Design mips_mdu_flat, sky130hd; sources not shown.
Run 1, metal 1:
Bar = 50 um. Supply wires on this layer in gray.
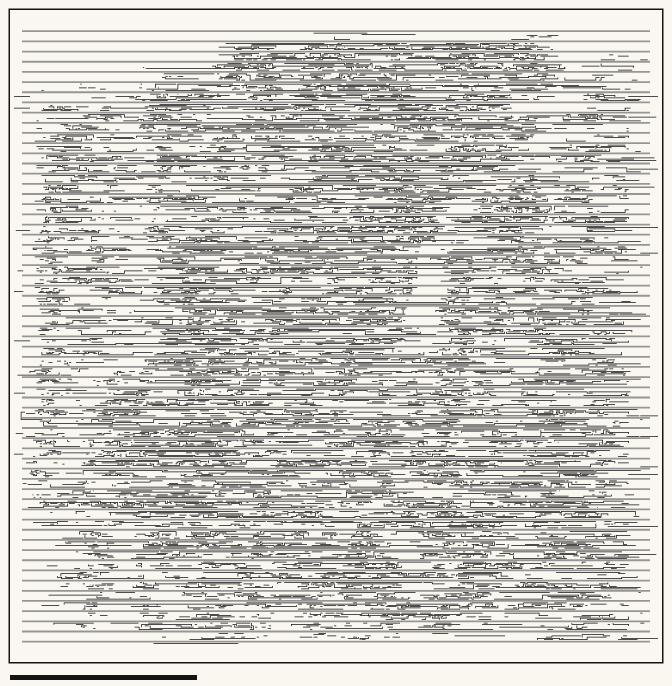
The layer carries 22.4 mm of wire. The wires run mostly horizontal. The layer holds 43% of the routed length.
via count: 15800
met1 Use GR: 0.468
drt total wl: 51800 um

Run 1, met2 routing:
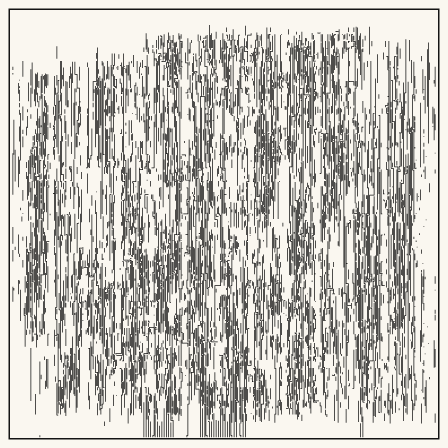
The layer carries 22.9 mm of wire. The longest straight run is 59.2 um. The wires run mostly vertical. 1948 nets have wire on it.
Global Route met2 Usage: 0.515

Run 1, metal 3:
Bar = 50 um.
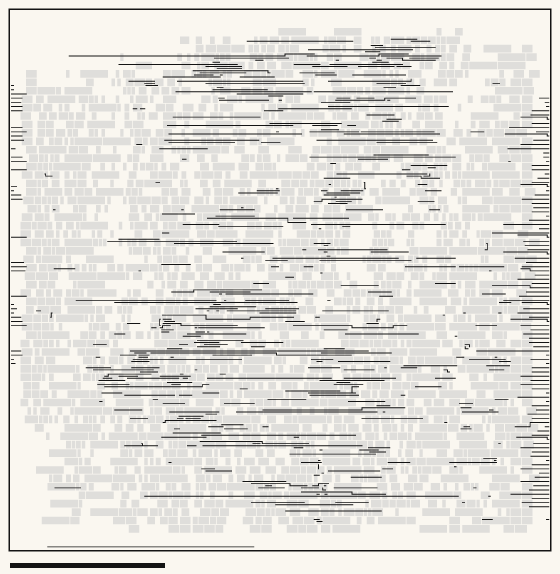
The wires run mostly horizontal. The layer carries 5080 um of wire. The layer holds 9.8% of the routed length. 386 nets have wire on it. The longest straight run is 101 um.
met3 usage: 0.0616

==> metrics.yaml, run 1 <==
place:
  io_buffers: 170
  place_area_um2: 18400
  globalplace.congestion: 0.973
final_timing:
  period_used_share: 0.987
  maxSlewViolCount: 0
  tns_ns: 0
  worst_pin_slew_ns: 0.989
  setup_slack_ns: 0.0428
  setup_viol: 0
critical_path:
  critPathSlowestCell: "dfrtp_2"
  arrival_ns: 3.40
  crit_family: "AND-OR/OR-AND gates"
  end_kind: "register"
  slowest_delay_ns: 0.45
  crit_type: "register to register"
  path_max_fanout: 7
  critPathBufInv: 1
  path_cells: "clkinv_4 -> nor2_1 -> ha_1 -> a2111oi_4 -> o21ai_2 -> a31oi_4 -> o31ai_4 -> a221oi_2 -> o21ai_1 -> xnor2_1 -> a221o_1"
final_layout:
  fin_util: 0.703
  final_cell_mix: "nand2_1, buf_4, dfrtp_1"
  clock_area_frac: 0.0328
  antennaDiodeCount: 0
  layout.nets: 2332
  fin_area_um2: 19300
  logic_gate_count: 1488
  syn2layout_area_growth_pct: 30.8
  flop_area_um2: 4360
  n_all_inverters: 61
  comb_area_frac: 0.515
  nonClkBufAreaFrac: 0.189
  sh_seq_area: 0.226
  flops: 174
  layout_top_cell: "nand2_1"
pwr:
  power_frac_comb: 0.660
  p_leak_nw: 8.31
  pwr-share-clk: 0.130
  powerComb_mw: 11.1
  p_clk_mw: 2.18
  power_switching_mw: 8.31
yosys:
  fp_nets: 2013
  yosysMostFrequentCell: "nand2_1"
  ys_seq_frac: 0.296
  common_cells: "nand2_1, o21ai_0, dfrtp_1"
  syn_avg_cell_area_um2: 8.02
  area_leaders: "dfrtp_1, nand2_1, ha_1, o21ai_0, xor2_1"
  syn_area_um2: 14700
  synth.distinct_cells: 84
  yosysTopAreaCell: "dfrtp_1"
  simple_gate_share: 0.186
  logic_family: "AND-OR/OR-AND gates"
  edf_count: 0
  mux_share: 0.0489
  ys_cells: 1837
die:
  core_area_um2: 27400
  rows: 60
route:
  drcViolationCount: 0
  drt-met1-wl_um: 22400
  met2_length_um: 22900
global_routing:
  gr-max-usage-layer: "met2"
  gr-total-overflow: 0
  grt_max_degree: 66
  grtUsageTotal: 0.329
  grt_pass1_vias: 14700
flow_run:
  drv_cap: 0
outcome:
  status: "completed"
cts:
  postCtsHoldBufs: 0
  tritoncts: "built"
hold_path:
  holdCritPathClass: "input pin to async pin"
--- run 2 (diff from run 1) ---
- SLEW_MARGIN: 20 -> unset
Run 2, met4 routing:
Supply wires on this layer in gray.
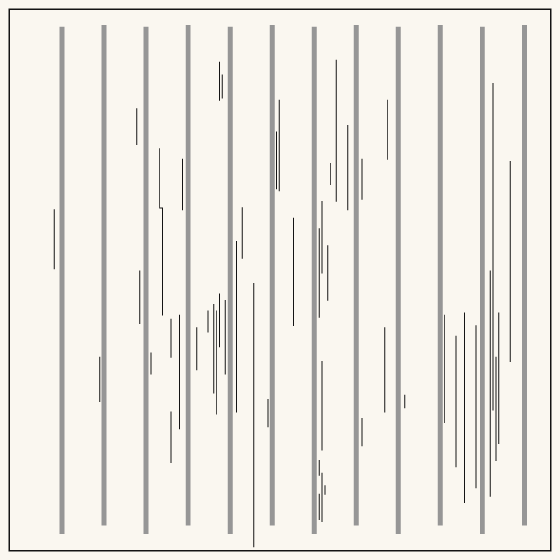
The layer carries 1380 um of wire. The longest straight run is 105 um. 44 nets have wire on it. The layer holds 2.7% of the routed length. The wires run mostly vertical.

Run 2, the clock network:
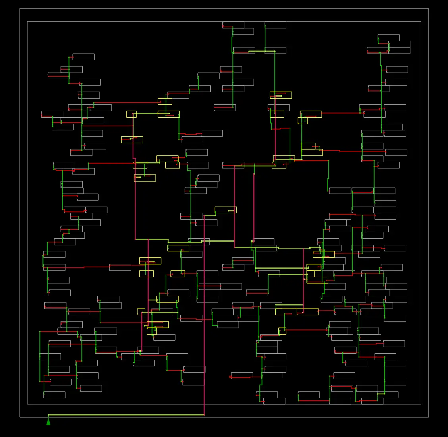
Flops: 174
clk_lat worst skew: 0.46 ns
Clk. pwr: 2.18 mW
total clock sinks: 174
Layout clock buffers: 17

==> run 2 against run 1 <==
Effect of this change:
- sequential power is essentially flat
- synthesized cell count is the same
- via count is the same
- largest cell class unchanged
- clock-buffer cell count is the same
- sequential share of layout area is the same
==> metrics.yaml, run 2 <==
final_layout:
  antennaDiodeCount: 0  # unchanged
  drive_gt1_frac: 0.166
  nonClkBufAreaFrac: 0.189  # unchanged
  sh_seq_area: 0.226  # unchanged
  n_all_buffers: 414
  final_cell_mix: "nand2_1, buf_4, dfrtp_1"
  syn2layout_area_growth_pct: 30.8  # unchanged
  logic_gate_count: 1488  # unchanged
  mi_logic_area_um2: 9930
  nFillCells: 2223
  n_all_inverters: 61  # unchanged
  fin_util: 0.703  # unchanged
  final_cells: 2541
  clock_area_frac: 0.0328  # unchanged
  comb_area_frac: 0.515  # unchanged
  largest_class: "combinational gates"
  fin_area_um2: 19300  # unchanged
  layout_top_cell: "nand2_1"
  flop_area_um2: 4360  # unchanged
  layout.nets: 2332  # unchanged
yosys:
  ys_seq_frac: 0.296  # unchanged
  yosysTopAreaCell: "dfrtp_1"
  aoi_share: 0.258
  area_leaders: "dfrtp_1, nand2_1, ha_1, o21ai_0, xor2_1"
  fa_ha_area_frac: 0.0622
  ys_cells: 1837  # unchanged
  common_cells: "nand2_1, o21ai_0, dfrtp_1"
  syn_avg_cell_area_um2: 8.02  # unchanged
  ys_warn_count: 0
  fp_nets: 2013  # unchanged
  xor_share: 0.101
  yosysChipArea_um2: 14700
  edf_count: 0  # unchanged
  simple_gate_share: 0.186  # unchanged
  syn_area_um2: 14700  # unchanged
  synthCells: 1837
  ys.flops: 174
  yosysMostFrequentCell: "nand2_1"
  postSynth.asyncResetShare: 1.00
  flop_cell: "dfrtp_1"
  mux_share: 0.0489  # unchanged
  yosysTopAreaCellShare: 0.296
  logic_family: "AND-OR/OR-AND gates"
  synth.distinct_cells: 84  # unchanged
pwr:
  p_seq_frac: 0.210
  power_mw: 16.8
  netSwitchingFraction: 0.494
  top_power_group: "combinational logic"
  pwr-share-clk: 0.130  # about the same
  p_leak_nw: 8.31  # unchanged
  p_int_mw: 8.51
  seq-power_mw: 3.54
  powerComb_mw: 11.1  # about the same
  vdd_drop_max_uv: 428
  power_switching_mw: 8.31  # unchanged
  power.density_nw_per_um2: 873
  power_frac_comb: 0.660  # about the same
die:
  die_x_um: 174
  die-area_um2: 30400
  rows: 60  # unchanged
  ioPinCount: 171
  tapCellCount: 372
  core_area_um2: 27400  # unchanged
  dieHeight_um: 174
  fp-utilization: 0.538
critical_path:
  path_max_fanout: 7  # unchanged
  critPathBufInv: 1  # unchanged
  crit_required_ns: 3.44
  arrival_ns: 3.40  # about the same
  crit_type: "register to register"
  end_kind: "register"
  critPathSlowestCell: "dfrtp_2"
  crit_family: "AND-OR/OR-AND gates"
  reg2reg_depth: 11
  cp.depth: 11
  rrSetupSlack_ns: 0.04
  path_cells: "clkinv_4 -> nor2_1 -> ha_1 -> a2111oi_4 -> o21ai_2 -> a31oi_4 -> o31ai_4 -> a221oi_2 -> o21ai_1 -> xnor2_1 -> a221o_1"
  crit_path_start_kind: "register"
  slowest_delay_ns: 0.45  # about the same
cts:
  clockBufferDepth: 2
  numCtsBuffers: 17
  tritoncts: "built"
  cts_htree_levels: 4
  post_cts_buffers: 0
  path_clk_slew_ns: 0.09
  postCtsHoldBufs: 0  # unchanged
  clock-root-buffer: "clkbuf_16"
  post_cts_resized: 8
flow_run:
  drv_cap: 0  # unchanged
  tool_warnings: 29
route:
  highest_layer: "met4"
  drcViolationCount: 0  # unchanged
  first_pass_iters: 5
  postRouteAntennaNets: 0
  via_count: 15800  # unchanged
  drt-met1-wl_um: 22400  # unchanged
  dr_wl_met3_um: 5080
  post_drt_wl_per_cell_um: 20.4
  vias_per_cell: 6.22
  routed_wl_um: 51800  # unchanged
  met2_length_um: 22900  # unchanged
  drt_iter0_drc: 1546
place:
  dp.cells: 2506
  io_buffers: 170  # unchanged
  dp_slack_ns: -0.380
  globalplace.congestion: 0.973  # unchanged
  dp_hpwl_um: 40400
  place_area_um2: 18400  # unchanged
global_routing:
  grt_max_degree: 66  # unchanged
  gr-total-overflow: 0  # unchanged
  grtUsageTotal: 0.329  # unchanged
  antenna_found_initial: 0
  met2_usage: 0.515  # unchanged
  grt_pass1_vias: 14700  # unchanged
  grtUsageMet3: 0.0616  # unchanged
  gr-max-usage-layer: "met2"
  grt_use_met1: 0.468  # unchanged
  grt_pass1_wl_um: 80200
final_timing:
  maxSlewViolCount: 0  # unchanged
  tns_ns: 0  # unchanged
  hold_violations: 0
  fmax_mhz: 307
  setup_slack_ns: 0.0428  # unchanged
  setup_viol: 0  # unchanged
  rsz0062_at_grt: "true"
  slew_headroom: 0.338
  finalCriticalPeriod_ns: 3.26
  hold_ws_ns: 0.140
  period_used_share: 0.987  # unchanged
  worst_pin_slew_ns: 0.989  # unchanged
hold_path:
  holdCritPathClass: "input pin to async pin"
outcome:
  status: "completed"
No activity file was given, so power comes from the tool's default toggle rates.
